### config.mk
export PLATFORM = sky130hd
export DESIGN_NAME = engine_sample_bridge
export DESIGN_NICKNAME = d
export VERILOG_FILES = /design/src/rtl/engine_sample_bridge.sv
export SDC_FILE = /design/constraint.sdc
export NUM_CORES = 1
export LEC_CHECK = 0
export CAP_MARGIN = 30
export CELL_PAD_IN_SITES_DETAIL_PLACEMENT = 1
export CELL_PAD_IN_SITES_GLOBAL_PLACEMENT = 2
export CORE_MARGIN = 1.5
export CORE_UTILIZATION = 32
export CTS_CLUSTER_SIZE = 14
export DETAILED_ROUTE_END_ITERATION = 12
export PLACE_DENSITY_LB_ADDON = 0.1
export SLEW_MARGIN = 10
export SYNTH_ARGS = -nofsm -noshare
export SYNTH_HDL_FRONTEND = slang
export SYNTH_SLANG_ARGS = --single-unit
### constraint.sdc
create_clock -name clk -period 5.3 [get_ports clk]
set_input_delay 1.325 -clock clk [delete_from_list [all_inputs] [get_ports clk]]
set_output_delay 1.325 -clock clk [all_outputs]
set_load 0.05 [all_outputs]
### src/rtl/engine_sample_bridge.sv
`default_nettype none
// ============================================================================
// Module   : engine_sample_bridge
// Purpose  : Moves I2S samples into dsp_engine (rounded/saturated) and returns
//            processed samples, left-aligned, to the I2S transmitter.
// Revision : 1.0 - initial release
// ============================================================================
module engine_sample_bridge #(
    parameter int IN_WIDTH       = 24,
    parameter int DATA_WIDTH     = 16,
    parameter int SYNC_STAGES    = 2,
    parameter int TIMEOUT_CYCLES = 4096
) (
    input  logic                  clk,
    input  logic                  reset,
    input  logic [IN_WIDTH-1:0]   rx_sample,
    input  logic                  rx_valid,
    output logic [DATA_WIDTH-1:0] engine_in_sample,
    output logic                  engine_sample_ready,
    input  logic                  engine_ready,
    input  logic [DATA_WIDTH-1:0] engine_out_sample,
    output logic [IN_WIDTH-1:0]   tx_sample,
    output logic                  tx_valid,
    output logic                  busy,
    output logic [15:0]           overrun_count,
    output logic [15:0]           timeout_count
);

    localparam int                    C_SH       = IN_WIDTH - DATA_WIDTH;
    localparam int                    C_TW       = $clog2(TIMEOUT_CYCLES + 1);
    localparam logic [C_TW-1:0]       C_TIMER_LAST = C_TW'(TIMEOUT_CYCLES - 1);
    localparam logic [IN_WIDTH:0]     C_HALF     = (IN_WIDTH + 1)'(1) << (C_SH - 1);
    localparam logic [DATA_WIDTH-1:0] C_MAX_POS  = {1'b0, {(DATA_WIDTH-1){1'b1}}};
    localparam logic [15:0]           C_CNT_MAX  = 16'hFFFF;

    typedef enum logic [1:0] {
        S_IDLE        = 2'd0,
        S_WAIT_ACCEPT = 2'd1,
        S_WAIT_DONE   = 2'd2
    } state_t;

    state_t                  r_state;
    state_t                  w_state_next;
    logic [SYNC_STAGES-1:0]  r_sync;
    logic                    r_sync_prev;
    logic [C_TW-1:0]         r_timer;
    logic [DATA_WIDTH-1:0]   r_in_sample;
    logic                    r_sample_ready;
    logic [IN_WIDTH-1:0]     r_tx_sample;
    logic                    r_tx_valid;
    logic [15:0]             r_overrun_count;
    logic [15:0]             r_timeout_count;

    logic                    w_rx_event;
    logic                    w_overrun;
    logic [IN_WIDTH:0]       w_rounded;
    logic                    w_sat;
    logic [DATA_WIDTH-1:0]   w_converted;
    logic                    w_timer_last;
    logic                    w_accept;
    logic                    w_done;
    logic                    w_timeout;
    logic                    w_timer_clear;

    // rx_valid crosses from the bclk domain; only the synchronised level is used.
    always_ff @(posedge clk or posedge reset) begin
        if (reset) begin
            r_sync      <= '0;
            r_sync_prev <= 1'b0;
        end else begin
            r_sync      <= {r_sync[SYNC_STAGES-2:0], rx_valid};
            r_sync_prev <= r_sync[SYNC_STAGES-1];
        end
    end

    assign w_rx_event = r_sync[SYNC_STAGES-1] & ~r_sync_prev;
    assign w_overrun  = w_rx_event & (r_state != S_IDLE);

    // Round half up in one extra bit; only positive values can carry into the sign.
    assign w_rounded   = {rx_sample[IN_WIDTH-1], rx_sample} + C_HALF;
    assign w_sat       = ~w_rounded[IN_WIDTH] & w_rounded[IN_WIDTH-1];
    assign w_converted = w_sat ? C_MAX_POS : w_rounded[IN_WIDTH-1:C_SH];

    assign w_timer_last = (r_timer == C_TIMER_LAST);

    always_comb begin
        w_state_next  = r_state;
        w_accept      = 1'b0;
        w_done        = 1'b0;
        w_timeout     = 1'b0;
        w_timer_clear = 1'b0;
        case (r_state)
            S_IDLE: begin
                if (w_rx_event) begin
                    w_accept      = 1'b1;
                    w_timer_clear = 1'b1;
                    w_state_next  = S_WAIT_ACCEPT;
                end
            end
            // Engine ready is unknown before its first sample, so wait for a low level.
            S_WAIT_ACCEPT: begin
                if (!engine_ready) begin
                    w_timer_clear = 1'b1;
                    w_state_next  = S_WAIT_DONE;
                end else if (w_timer_last) begin
                    w_timeout    = 1'b1;
                    w_state_next = S_IDLE;
                end
            end
            S_WAIT_DONE: begin
                if (engine_ready) begin
                    w_done       = 1'b1;
                    w_state_next = S_IDLE;
                end else if (w_timer_last) begin
                    w_timeout    = 1'b1;
                    w_state_next = S_IDLE;
                end
            end
            default: begin
                w_state_next = S_IDLE;
            end
        endcase
    end

    always_ff @(posedge clk or posedge reset) begin
        if (reset) begin
            r_state <= S_IDLE;
            r_timer <= '0;
        end else begin
            r_state <= w_state_next;
            if (w_timer_clear || (w_state_next == S_IDLE)) begin
                r_timer <= '0;
            end else begin
                r_timer <= r_timer + 1'b1;
            end
        end
    end

    always_ff @(posedge clk or posedge reset) begin
        if (reset) begin
            r_in_sample     <= '0;
            r_sample_ready  <= 1'b0;
            r_tx_sample     <= '0;
            r_tx_valid      <= 1'b0;
            r_overrun_count <= '0;
            r_timeout_count <= '0;
        end else begin
            r_sample_ready <= w_accept;
            r_tx_valid     <= w_done;
            if (w_accept) begin
                r_in_sample <= w_converted;
            end
            if (w_done) begin
                r_tx_sample <= {engine_out_sample, {C_SH{1'b0}}};
            end
            if (w_overrun && (r_overrun_count != C_CNT_MAX)) begin
                r_overrun_count <= r_overrun_count + 16'd1;
            end
            if (w_timeout && (r_timeout_count != C_CNT_MAX)) begin
                r_timeout_count <= r_timeout_count + 16'd1;
            end
        end
    end

    assign engine_in_sample    = r_in_sample;
    assign engine_sample_ready = r_sample_ready;
    assign tx_sample           = r_tx_sample;
    assign tx_valid            = r_tx_valid;
    assign busy                = (r_state != S_IDLE);
    assign overrun_count       = r_overrun_count;
    assign timeout_count       = r_timeout_count;

endmodule
`default_nettype wire

Fig. 1: I/O nets highlighted
The bar under the picture is 20 um long.
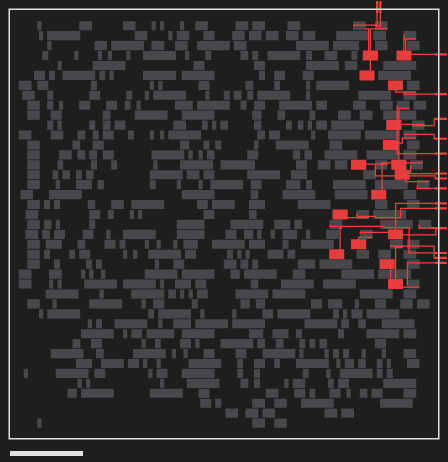
red -> `engine_out_sample`  # bits 16, direction input, end cells 16, buffers 16, wire 414 um

==> impl_metrics.env <==
# implementation run metrics
export IMPL_crit_path_frequent_cell="inv_1"
export IMPL_tritoncts="built"
export IMPL_slew_headroom=0.407
export IMPL_io_pins=119
export IMPL_die_w_um=117
export IMPL_post_cts_resized=0
export IMPL_antenna_found_initial=0
export IMPL_grt_max_degree=38
export IMPL_clockRootBuffer="clkbuf_16"
export IMPL_drv_cap=0
export IMPL_hold_class="flip-flop to flip-flop"
export IMPL_ant_nets=0
export IMPL_pwr_density_cell_mw_per_mm2=466
export IMPL_drt_initial_drc_count=95
export IMPL_cp_top_family="buffers and inverters"
export IMPL_insertion_delay_ns=0.34
export IMPL_tightestPinTransition_ns=0.887
export IMPL_final_max_slew_viol_count=0
export IMPL_syn_cell_area_mm2=0.00417
export IMPL_clk_pin_slew_ns=0.06
export IMPL_path_cells="inv_1 > ha_1 > inv_1 > clkdlybuf4s50_1"
export IMPL_grt_overflow=0
export IMPL_core_util_floorplan=0.329
export IMPL_lay_top_cells="clkdlybuf4s50_1 (103), dfrtp_1 (84), nand2_1 (47)"
export IMPL_cts_setup_buffers=0
export IMPL_grt_setup_unrepaired="no"
export IMPL_drt_wl_total_um=9910
export IMPL_dr_pass1_iters=4
export IMPL_layout_drive_gt1_share=0.101
export IMPL_cp_start_kind="flip-flop"
export IMPL_nets=552
export IMPL_status="finished, final reports clean"
export IMPL_logic_area_mm2=0.00194
export IMPL_cpPeakStageDelay_ns=0.80
export IMPL_edf_count=0
export IMPL_grt_pass1_vias=3275
export IMPL_synth_cells=397
export IMPL_gp_routability_congestion=0.758
export IMPL_core_mm2=0.0127
export IMPL_final_period_utilization=0.629
export IMPL_ys_flop_type="dfrtp_1"
export IMPL_setup_viol_count_final=0
export IMPL_critPathRequiredTime_ns=3.97
export IMPL_ys_seq_share=0.504
export IMPL_r2r_start="r_state[0]"
export IMPL_cpMaxStageDelayCell="clkdlybuf4s50_1"
export IMPL_placed_area_mm2=0.00536
export IMPL_route_detailed_drc=0
export IMPL_synth_stat_cells=397
export IMPL_die_h_um=117
export IMPL_synthArstFlopShare=1.00
export IMPL_yosys_warnings=0
export IMPL_cp_max_fo=5
export IMPL_min_from="r_sync[0]"
export IMPL_fp_row_count=41
export IMPL_chipArea_mm2=0.0137
export IMPL_cts_made_buffers=9
export IMPL_tool_warnings=36
export IMPL_clock_skew_ns=0.00522
export IMPL_ys_ff=84
export IMPL_fin_setup_tns_ns=0
export IMPL_critPathKind="flip-flop to output port"
export IMPL_hold_buffers=0
export IMPL_p_total_uw=2630
export IMPL_design_area_mm2=0.00565
export IMPL_vdd_drop_max_mv=0.344
export IMPL_htreeDepth=3
export IMPL_routed_via_density=4.75
export IMPL_mostFrequentLayoutCell="clkdlybuf4s50_1"
export IMPL_p_leak_uw=0.00239
export IMPL_worst_path_buf_inv=3
export IMPL_grt_pass1_wl_um=16200
export IMPL_fill_cells=1444
export IMPL_clock_sinks=84
export IMPL_syn_avg_cell_area_um2=10.5
export IMPL_clockBufferDepth=2
export IMPL_regArea_mm2=0.00210
export IMPL_area_growth_pct=35.4
export IMPL_hold_viol=0
export IMPL_fin_crit_ns=3.33
export IMPL_yosys_area_mm2=0.00417
export IMPL_max_freq_mhz=300
export IMPL_synth_distinct_cells=47
export IMPL_port_buffers=103
export IMPL_crit_start="r_state[0]"
export IMPL_end_kind="output port"
export IMPL_dr_total_vias=3217
export IMPL_cp_arrival_ns=2.01
export IMPL_n_antenna_cell=0
export IMPL_dp_hpwl_um=7410
Fig. 2: track usage over the die
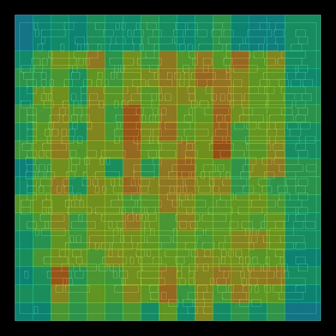
met3 Use GR: 0.0278
Final Util: 0.446
met2 Usage GRT: 0.254
All-Layer GR Usage: 0.152
routed len/inst: 14.6 um

-- flip-flops by register name, summed over array words and instances (netlist names) --
name / flops
engine_in_sample: 16
r_timer: 13
r_sync: 2
engine_sample_ready: 1
tx_sample: 16
r_sync_prev: 1
overrun_count: 16
tx_valid: 1
timeout_count: 16
r_state: 2
-- cells by family (layout without fill, tap and decap cells) --
group / count (synthesis) / after routing / synth area share
AND-OR/OR-AND: 32 / 32 / 0.0525
XOR/XNOR: 50 / 50 / 0.105
adder cells (fa/ha/maj): 8 / 8 / 0.0240
buffers and inverters: 30 / 131 / 0.0366
flip-flops: 84 / 84 / 0.504
multiplexers: 21 / 21 / 0.0564
other: 1 / 8 / 0.000899
AND/OR/NAND/NOR: 171 / 171 / 0.221
-- cell type report --
cell class | instances | share of cell area
flip-flops and latches | 84 | 0.372
multi-input cells | 290 | 0.344
repair buffers | 105 | 0.187
clock buffers | 12 | 0.0472
well taps | 172 | 0.0381
inverters | 10 | 0.00687
clock inverters | 4 | 0.00399
-- worst reg2reg max path: cells and delay by family (launching register included) --
kind / cells / cell delay [ns]
simple gates: 3 / 1.13
flops: 1 / 0.40
compound gates: 2 / 0.44
fa+ha+maj: 1 / 0.30
buf+inv: 1 / 0.15
-- routing by layer --
layer,vias up,GRT usage,part of all wire
met2,79,0.254,0.48
met1,1577,0.194,0.46
met5,-,0,0
met4,0,0.0651,0.016
met3,10,0.0278,0.050
li1,1551,-,-
-- cell usage after synthesis (all sizes together) (3+ instances only) --
library cell	count	share of area
a21oi	3	0.0045
and2	3	0.0045
and3	8	0.012
and4	4	0.0084
buf	11	0.019
clkbuf	9	0.0081
dfrtp	84	0.50
ha	8	0.024
inv	10	0.0090
mux2	20	0.054
nand2	47	0.042
nand2b	3	0.0045
nand3	35	0.045
nand4	19	0.034
nor2	26	0.023
nor2b	3	0.0045
nor3	11	0.014
o21ai	21	0.025
or4	3	0.0063
xnor2	32	0.067
xor2	18	0.038
-- power by group --
group	switching, uW	internal, uW	total (uW)	leakage (uW)
clock	251	353	604	0.000144
combinational	753	391	1140	0.00116
sequential	95.0	791	886	0.00109
total	1100	1540	2630	0.00239
-- per-stage QoR --
step | cells | hold WS, ns | worst slack, ns | util
finish | 677 | 0.364 | 1.97 | 0.446
global route | 677 | 0.381 | 1.85 | 0.446
CTS | 677 | 0.365 | 1.93 | 0.446
detailed placement | 661 | 0.344 | 1.78 | 0.423
global placement | 660 | 0.344 | 1.80 | 0.421
floorplan | 404 | 0.331 | 1.81 | -
-- path summary, 6_finish.rpt --
| kind | endpoint | slack [ns] | cells after the start |
|---|---|---|---|
| worst max-delay path | busy | 1.97 | 4 |
| worst min-delay path | r_sync[1] | 0.36 | 0 |
| worst max register to register | r_timer[1] | 2.77 | 7 |
| worst min register to register | r_sync[1] | 0.36 | 0 |
| max in group asynchronous | r_timer[11] | 3.06 | 4 |
| min in group asynchronous | tx_sample[15] | 1.28 | 2 |
Power and IR drop assume default switching activity.
